--- src/rtl/sm_mac_accumulator.sv ---
// Sign-magnitude multiply-accumulate unit.
// A serial shift-add multiplier forms |a|*|b| over N-1 cycles. The product is then
// added into a sign-magnitude accumulator that is held until the result is consumed.
// Optional build macro: SM_MAC_SATURATE_EN. When it is defined, an accumulation overflow
// saturates the magnitude; otherwise the magnitude wraps. The overflow flag is sticky
// in both builds.
module sm_mac_accumulator #(
    parameter int unsigned N = 4,
    parameter int unsigned M = 2 * N
) (
    input  logic         clk,
    input  logic         reset,
    input  logic         in_valid,
    output logic         in_ready,
    input  logic [N-1:0] a,
    input  logic [N-1:0] b,
    input  logic         clear,
    output logic         out_valid,
    input  logic         out_ready,
    output logic [M-1:0] acc,
    output logic         overflow
);

    localparam int unsigned PW   = 2 * N - 2;  // full product magnitude width
    localparam int unsigned MW   = M - 1;      // accumulator magnitude width
    localparam int unsigned CW   = (N > 2) ? $clog2(N - 1) : 1;
    localparam logic [CW-1:0] LastBit = CW'(N - 2);

    typedef enum logic [1:0] {StIdle, StMul, StAcc, StOut} state_e;

    state_e          state;
    logic [CW-1:0]   cnt;
    logic [PW-1:0]   pp;
    logic [PW-1:0]   a_sh;
    logic [N-2:0]    b_sh;
    logic            p_sign;

    logic [MW-1:0]   prod_mag;
    logic [MW-1:0]   acc_mag;
    logic [MW-1:0]   res_mag;
    logic [MW:0]     sum;
    logic            prod_sign;
    logic            res_sign;
    logic            ovf_set;
    logic [M-1:0]    acc_nxt;

    // Sign-magnitude add of the finished product into the accumulator
    always_comb begin
        prod_mag  = MW'(pp);
        // A zero product is +0 whatever the operand signs (covers -0 inputs too)
        prod_sign = p_sign & (pp != '0);
        acc_mag   = acc[M-2:0];
        sum       = {1'b0, acc_mag} + {1'b0, prod_mag};
        ovf_set   = 1'b0;
        res_sign  = acc[M-1];
        res_mag   = acc_mag;
        if (prod_sign == acc[M-1]) begin
            res_sign = prod_sign;
            if (sum[MW]) begin
                ovf_set = 1'b1;
`ifdef SM_MAC_SATURATE_EN
                res_mag = '1;
`else
                res_mag = sum[MW-1:0];
`endif
            end else begin
                res_mag = sum[MW-1:0];
            end
        end else if (acc_mag > prod_mag) begin
            res_mag  = acc_mag - prod_mag;
            res_sign = acc[M-1];
        end else if (prod_mag > acc_mag) begin
            res_mag  = prod_mag - acc_mag;
            res_sign = prod_sign;
        end else begin
            res_mag  = '0;
            res_sign = 1'b0;
        end
        // Never leave -0 in the accumulator
        if (res_mag == '0) begin
            res_sign = 1'b0;
        end
        acc_nxt = {res_sign, res_mag};
    end

    // Control FSM, serial multiplier datapath and registered handshake outputs
    always_ff @(posedge clk or posedge reset) begin
        if (reset) begin
            state     <= StIdle;
            in_ready  <= 1'b1;
            out_valid <= 1'b0;
            acc       <= '0;
            overflow  <= 1'b0;
            cnt       <= '0;
            pp        <= '0;
            a_sh      <= '0;
            b_sh      <= '0;
            p_sign    <= 1'b0;
        end else begin
            unique case (state)
                StIdle: begin
                    if (clear) begin
                        acc      <= '0;
                        overflow <= 1'b0;
                    end
                    if (in_valid) begin
                        a_sh     <= PW'(a[N-2:0]);
                        b_sh     <= b[N-2:0];
                        p_sign   <= a[N-1] ^ b[N-1];
                        pp       <= '0;
                        cnt      <= '0;
                        in_ready <= 1'b0;
                        state    <= StMul;
                    end
                end
                StMul: begin
                    if (b_sh[0]) begin
                        pp <= pp + a_sh;
                    end
                    a_sh <= a_sh << 1;
                    b_sh <= b_sh >> 1;
                    cnt  <= cnt + 1'b1;
                    if (cnt == LastBit) begin
                        state <= StAcc;
                    end
                end
                StAcc: begin
                    acc       <= acc_nxt;
                    if (ovf_set) begin
                        overflow <= 1'b1;
                    end
                    out_valid <= 1'b1;
                    state     <= StOut;
                end
                StOut: begin
                    if (out_ready) begin
                        out_valid <= 1'b0;
                        in_ready  <= 1'b1;
                        state     <= StIdle;
                    end
                end
                default: state <= StIdle;
            endcase
        end
    end

endmodule

--- config.mk ---
export PLATFORM = sky130hd
export DESIGN_NAME = sm_mac_accumulator
export DESIGN_NICKNAME = d
export VERILOG_FILES = /design/src/rtl/sm_mac_accumulator.sv
export SDC_FILE = /design/constraint.sdc
export NUM_CORES = 1
export LEC_CHECK = 0
export CAP_MARGIN = 20
export CORE_UTILIZATION = 50
export DETAILED_ROUTE_END_ITERATION = 16
export PLACE_DENSITY = 0.74
export SETUP_SLACK_MARGIN = 0.5
export SYNTH_ARGS = -nofsm -noshare
export SYNTH_HDL_FRONTEND = slang
export SYNTH_SLANG_ARGS = --single-unit
export TNS_END_PERCENT = 5
--- constraint.sdc ---
create_clock -name clk -period 2.4 [get_ports clk]
set_input_delay 0.48 -clock clk [delete_from_list [all_inputs] [get_ports clk]]
set_output_delay 0.48 -clock clk [all_outputs]
set_load 0.01 [all_outputs]
**Close-up of the layout**

Window x 41 to 71, y 4 to 34 um. Cells in gray, sequential cells in the stronger gray; small squares are vias.
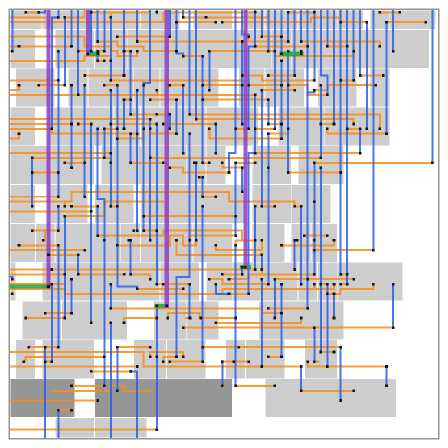
blue -> met2
purple -> met4
orange -> met1
green -> met3
most frequent = buf_4 (16), inv_1 (7)
netlist names of flops here include = `acc` (1)
sequential cells in the window = 1
cells with their middle in the window = 65

**Clock nets**

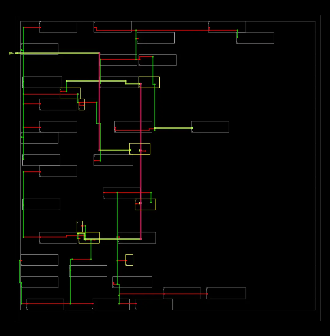
Insertion Delay late pin: 0.29 ns
final worst clock skew: 0.009085 ns
CTS sink count: 31

==> flow_results.xml <==
<?xml version="1.0" encoding="UTF-8"?>
<metrics>
  <group name="status">
    <metric name="run_status" unit="">finished, violations left</metric>
    <metric name="failed_checks" unit="">negative setup slack</metric>
  </group>
  <group name="grt">
    <metric name="met2_usage" unit="%">53.65</metric>
    <metric name="grtUsageMet3" unit="%">4.685</metric>
    <metric name="global_route.overflow_total" unit="">0</metric>
    <metric name="grt_max_degree" unit="">32</metric>
    <metric name="number_of_global_route_vias_before_repair" unit="">2639</metric>
    <metric name="grt_most_used_layer" unit="">met2</metric>
    <metric name="antenna_found_initial" unit="">0</metric>
    <metric name="grt.total_usage" unit="%">30.70</metric>
  </group>
  <group name="run">
    <metric name="number_of_logged_tool_warnings" unit="">45</metric>
  </group>
  <group name="layout">
    <metric name="layout_top_cell_excl_fill_tap" unit="">sky130_fd_sc_hd__buf_4</metric>
    <metric name="n_clock_buffer" unit="">7</metric>
    <metric name="seq_area_share" unit="%">19.96</metric>
    <metric name="antenna-diode-count" unit="">0</metric>
    <metric name="nonClkBufAreaFrac" unit="%">22.17</metric>
    <metric name="clkCellAreaFrac" unit="%">2.076</metric>
    <metric name="seq_cell_count" unit="">31</metric>
    <metric name="non_clock_buffer_count" unit="">103</metric>
    <metric name="comb_share" unit="%">50.53</metric>
  </group>
  <group name="synth">
    <metric name="ys_sh_mux" unit="%">0.3759</metric>
    <metric name="synth.lib_cells_used.distinct" unit="">64</metric>
    <metric name="edf_count" unit="">0</metric>
    <metric name="post_synth_ao_oa_area_fraction" unit="%">28.01</metric>
    <metric name="syn_area_per_cell" unit="um^2">8.816</metric>
    <metric name="ys_seq_share" unit="%">29.18</metric>
    <metric name="synthDominantAreaCellType" unit="">sky130_fd_sc_hd__dfrtp_1</metric>
    <metric name="top_logic_kind" unit="">AND-OR/OR-AND gates</metric>
    <metric name="fa_ha_area_share" unit="%">15.88</metric>
    <metric name="synth_chip_area" unit="mm^2">0.002663</metric>
    <metric name="syn_inst" unit="">302</metric>
    <metric name="synth_warnings" unit="">0</metric>
    <metric name="synth_simple_gate_area_share" unit="%">15.37</metric>
    <metric name="synthesis.area" unit="mm^2">0.002663</metric>
    <metric name="synthDominantCellAreaShare" unit="%">28.20</metric>
    <metric name="yosys_stat_cell_total" unit="">302</metric>
    <metric name="synth_xor_xnor_area_share" unit="%">4.229</metric>
    <metric name="yosys_most_used_dff" unit="">sky130_fd_sc_hd__dfrtp_1</metric>
  </group>
  <group name="worst_setup_path">
    <metric name="worstSetupPathType" unit="">reg -&gt; reg</metric>
    <metric name="worstPathMaxFanout" unit="">5</metric>
    <metric name="crit_slowest_cell" unit="">sky130_fd_sc_hd__or4_4</metric>
    <metric name="worstPathArrival" unit="ns">2.90</metric>
    <metric name="worst_path_most_repeated_cell" unit="">sky130_fd_sc_hd__buf_6</metric>
    <metric name="cp_data_required_time" unit="ns">2.58</metric>
    <metric name="path_delay_family" unit="">simple AND/OR/NAND/NOR gates</metric>
    <metric name="critical_path_buf_inv_count" unit="">2</metric>
    <metric name="critical-path-max-stage-delay" unit="ns">0.57</metric>
    <metric name="worstSetupStartpointType" unit="">flop</metric>
    <metric name="path_cells" unit="">or4_4 -&gt; o21ai_4 -&gt; buf_6 -&gt; xor2_4 -&gt; buf_6 -&gt; nor3b_1 -&gt; o32ai_2 -&gt; nand3_2 -&gt; nor4_2 -&gt; o21ai_1</metric>
  </group>
  <group name="detailed_routing">
    <metric name="viasPerCell" unit="">5.831</metric>
    <metric name="met1Wirelength" unit="um">3482</metric>
    <metric name="wirelength" unit="um">8188</metric>
    <metric name="detail_route.drc_violations" unit="">0</metric>
    <metric name="antenna_left" unit="">0</metric>
    <metric name="routedWlPerCell" unit="um">17.31</metric>
  </group>
  <group name="clock_network">
    <metric name="h_tree_lvl_count" unit="">2</metric>
    <metric name="postCtsHoldBufs" unit="">0</metric>
    <metric name="tritoncts.num_buffers" unit="">5</metric>
    <metric name="clk_pin_slew_worst_paths" unit="ns">0.07</metric>
    <metric name="cts.path.max_buffers" unit="">2</metric>
    <metric name="cts_repair_resize_count" unit="">22</metric>
    <metric name="postCtsSetupBuffers" unit="">9</metric>
  </group>
  <group name="power">
    <metric name="switching_power" unit="mW">2.969</metric>
    <metric name="power.internal" unit="mW">3.390</metric>
    <metric name="vdd.ir_drop.worst" unit="V">0.0008035</metric>
    <metric name="total_leakage_power" unit="nW">1.793</metric>
  </group>
  <group name="final_timing">
    <metric name="final_max_slew_viol_count" unit="">0</metric>
    <metric name="fin_ws" unit="ns">-0.3274</metric>
    <metric name="finalSetupViolations" unit="">6</metric>
    <metric name="post-route-min-period" unit="ns">2.727</metric>
    <metric name="timing.max_slew.rel_slack" unit="%">70.34</metric>
    <metric name="setup_tns" unit="ns">-1.230</metric>
    <metric name="grt_setup_unrepaired" unit="">true</metric>
    <metric name="max_clock_freq" unit="MHz">366.6</metric>
  </group>
  <group name="placement">
    <metric name="placement.io_buffers" unit="">23</metric>
    <metric name="post-place-cells" unit="">451</metric>
  </group>
  <group name="floorplanning">
    <metric name="row_count" unit="">26</metric>
    <metric name="dieArea" unit="mm^2">0.005621</metric>
    <metric name="design.core.area" unit="mm^2">0.005107</metric>
    <metric name="die-height" unit="um">74.98</metric>
  </group>
  <group name="worst_hold_path">
    <metric name="holdCritPathClass" unit="">reg -&gt; reg</metric>
  </group>
</metrics>
**Clock distribution**

Bar = 20 um.
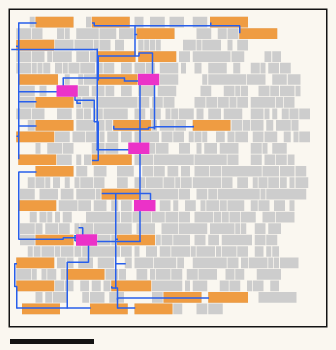
blue -> clock wires  # length 486 um
orange -> flip-flops  # count 31
magenta -> cells driving clock nets  # count 5
routed clock nets = 6
clock network power share: 6.4%
reported clock group power: 406 uW

-- cells in the mapped netlist (3+ instances only) --
cell                       instances
sky130_fd_sc_hd__a21o_1            4
sky130_fd_sc_hd__a21oi_1          22
sky130_fd_sc_hd__a22o_1            7
sky130_fd_sc_hd__a32o_1            3
sky130_fd_sc_hd__clkbuf_1          5
sky130_fd_sc_hd__dfrtp_1          30
sky130_fd_sc_hd__fa_1              3
sky130_fd_sc_hd__ha_1             29
sky130_fd_sc_hd__inv_1            31
sky130_fd_sc_hd__nand2_1          25
sky130_fd_sc_hd__nand2b_1          7
sky130_fd_sc_hd__nand3_1           8
sky130_fd_sc_hd__nor2_1           14
sky130_fd_sc_hd__nor2b_1           3
sky130_fd_sc_hd__nor3_1            4
sky130_fd_sc_hd__o21ai_0          21
sky130_fd_sc_hd__o22ai_1          13
sky130_fd_sc_hd__xnor2_1           8
sky130_fd_sc_hd__xor2_1            3
-- sequential cells by signal, summed over array words and instances, names as in the netlist --
name,cells
out_valid,1
state,2
overflow,1
pp,6
cnt,2
p_sign,1
in_ready,1
b_sh,3
acc,8
a_sh,6
-- final timing paths --
check	start	end	slack [ns]	cells past startpoint
setup reg to reg	pp[3]	acc[7]	-0.33	10
max in group asynchronous	reset	in_ready	1.48	3
min in group asynchronous	reset	state[0]	0.57	3
setup / recovery	pp[3]	acc[7]	-0.33	10
hold / removal	b_sh[2]	b_sh[2]	0.49	2
hold reg to reg	b_sh[2]	b_sh[2]	0.49	2
-- power groups by stage --
stage / Combinational [mW] / Clock (mW) / Sequential (mW)
CTS: 4.70 / 0.412 / 0.929
floorplan: 2.62 / 0 / 0.923
global route: 5.38 / 0.435 / 0.960
finish: 5.02 / 0.406 / 0.933
detailed placement: 4.21 / 0 / 0.930
global placement: 4.14 / 0 / 0.919
Power and IR drop assume default switching activity.
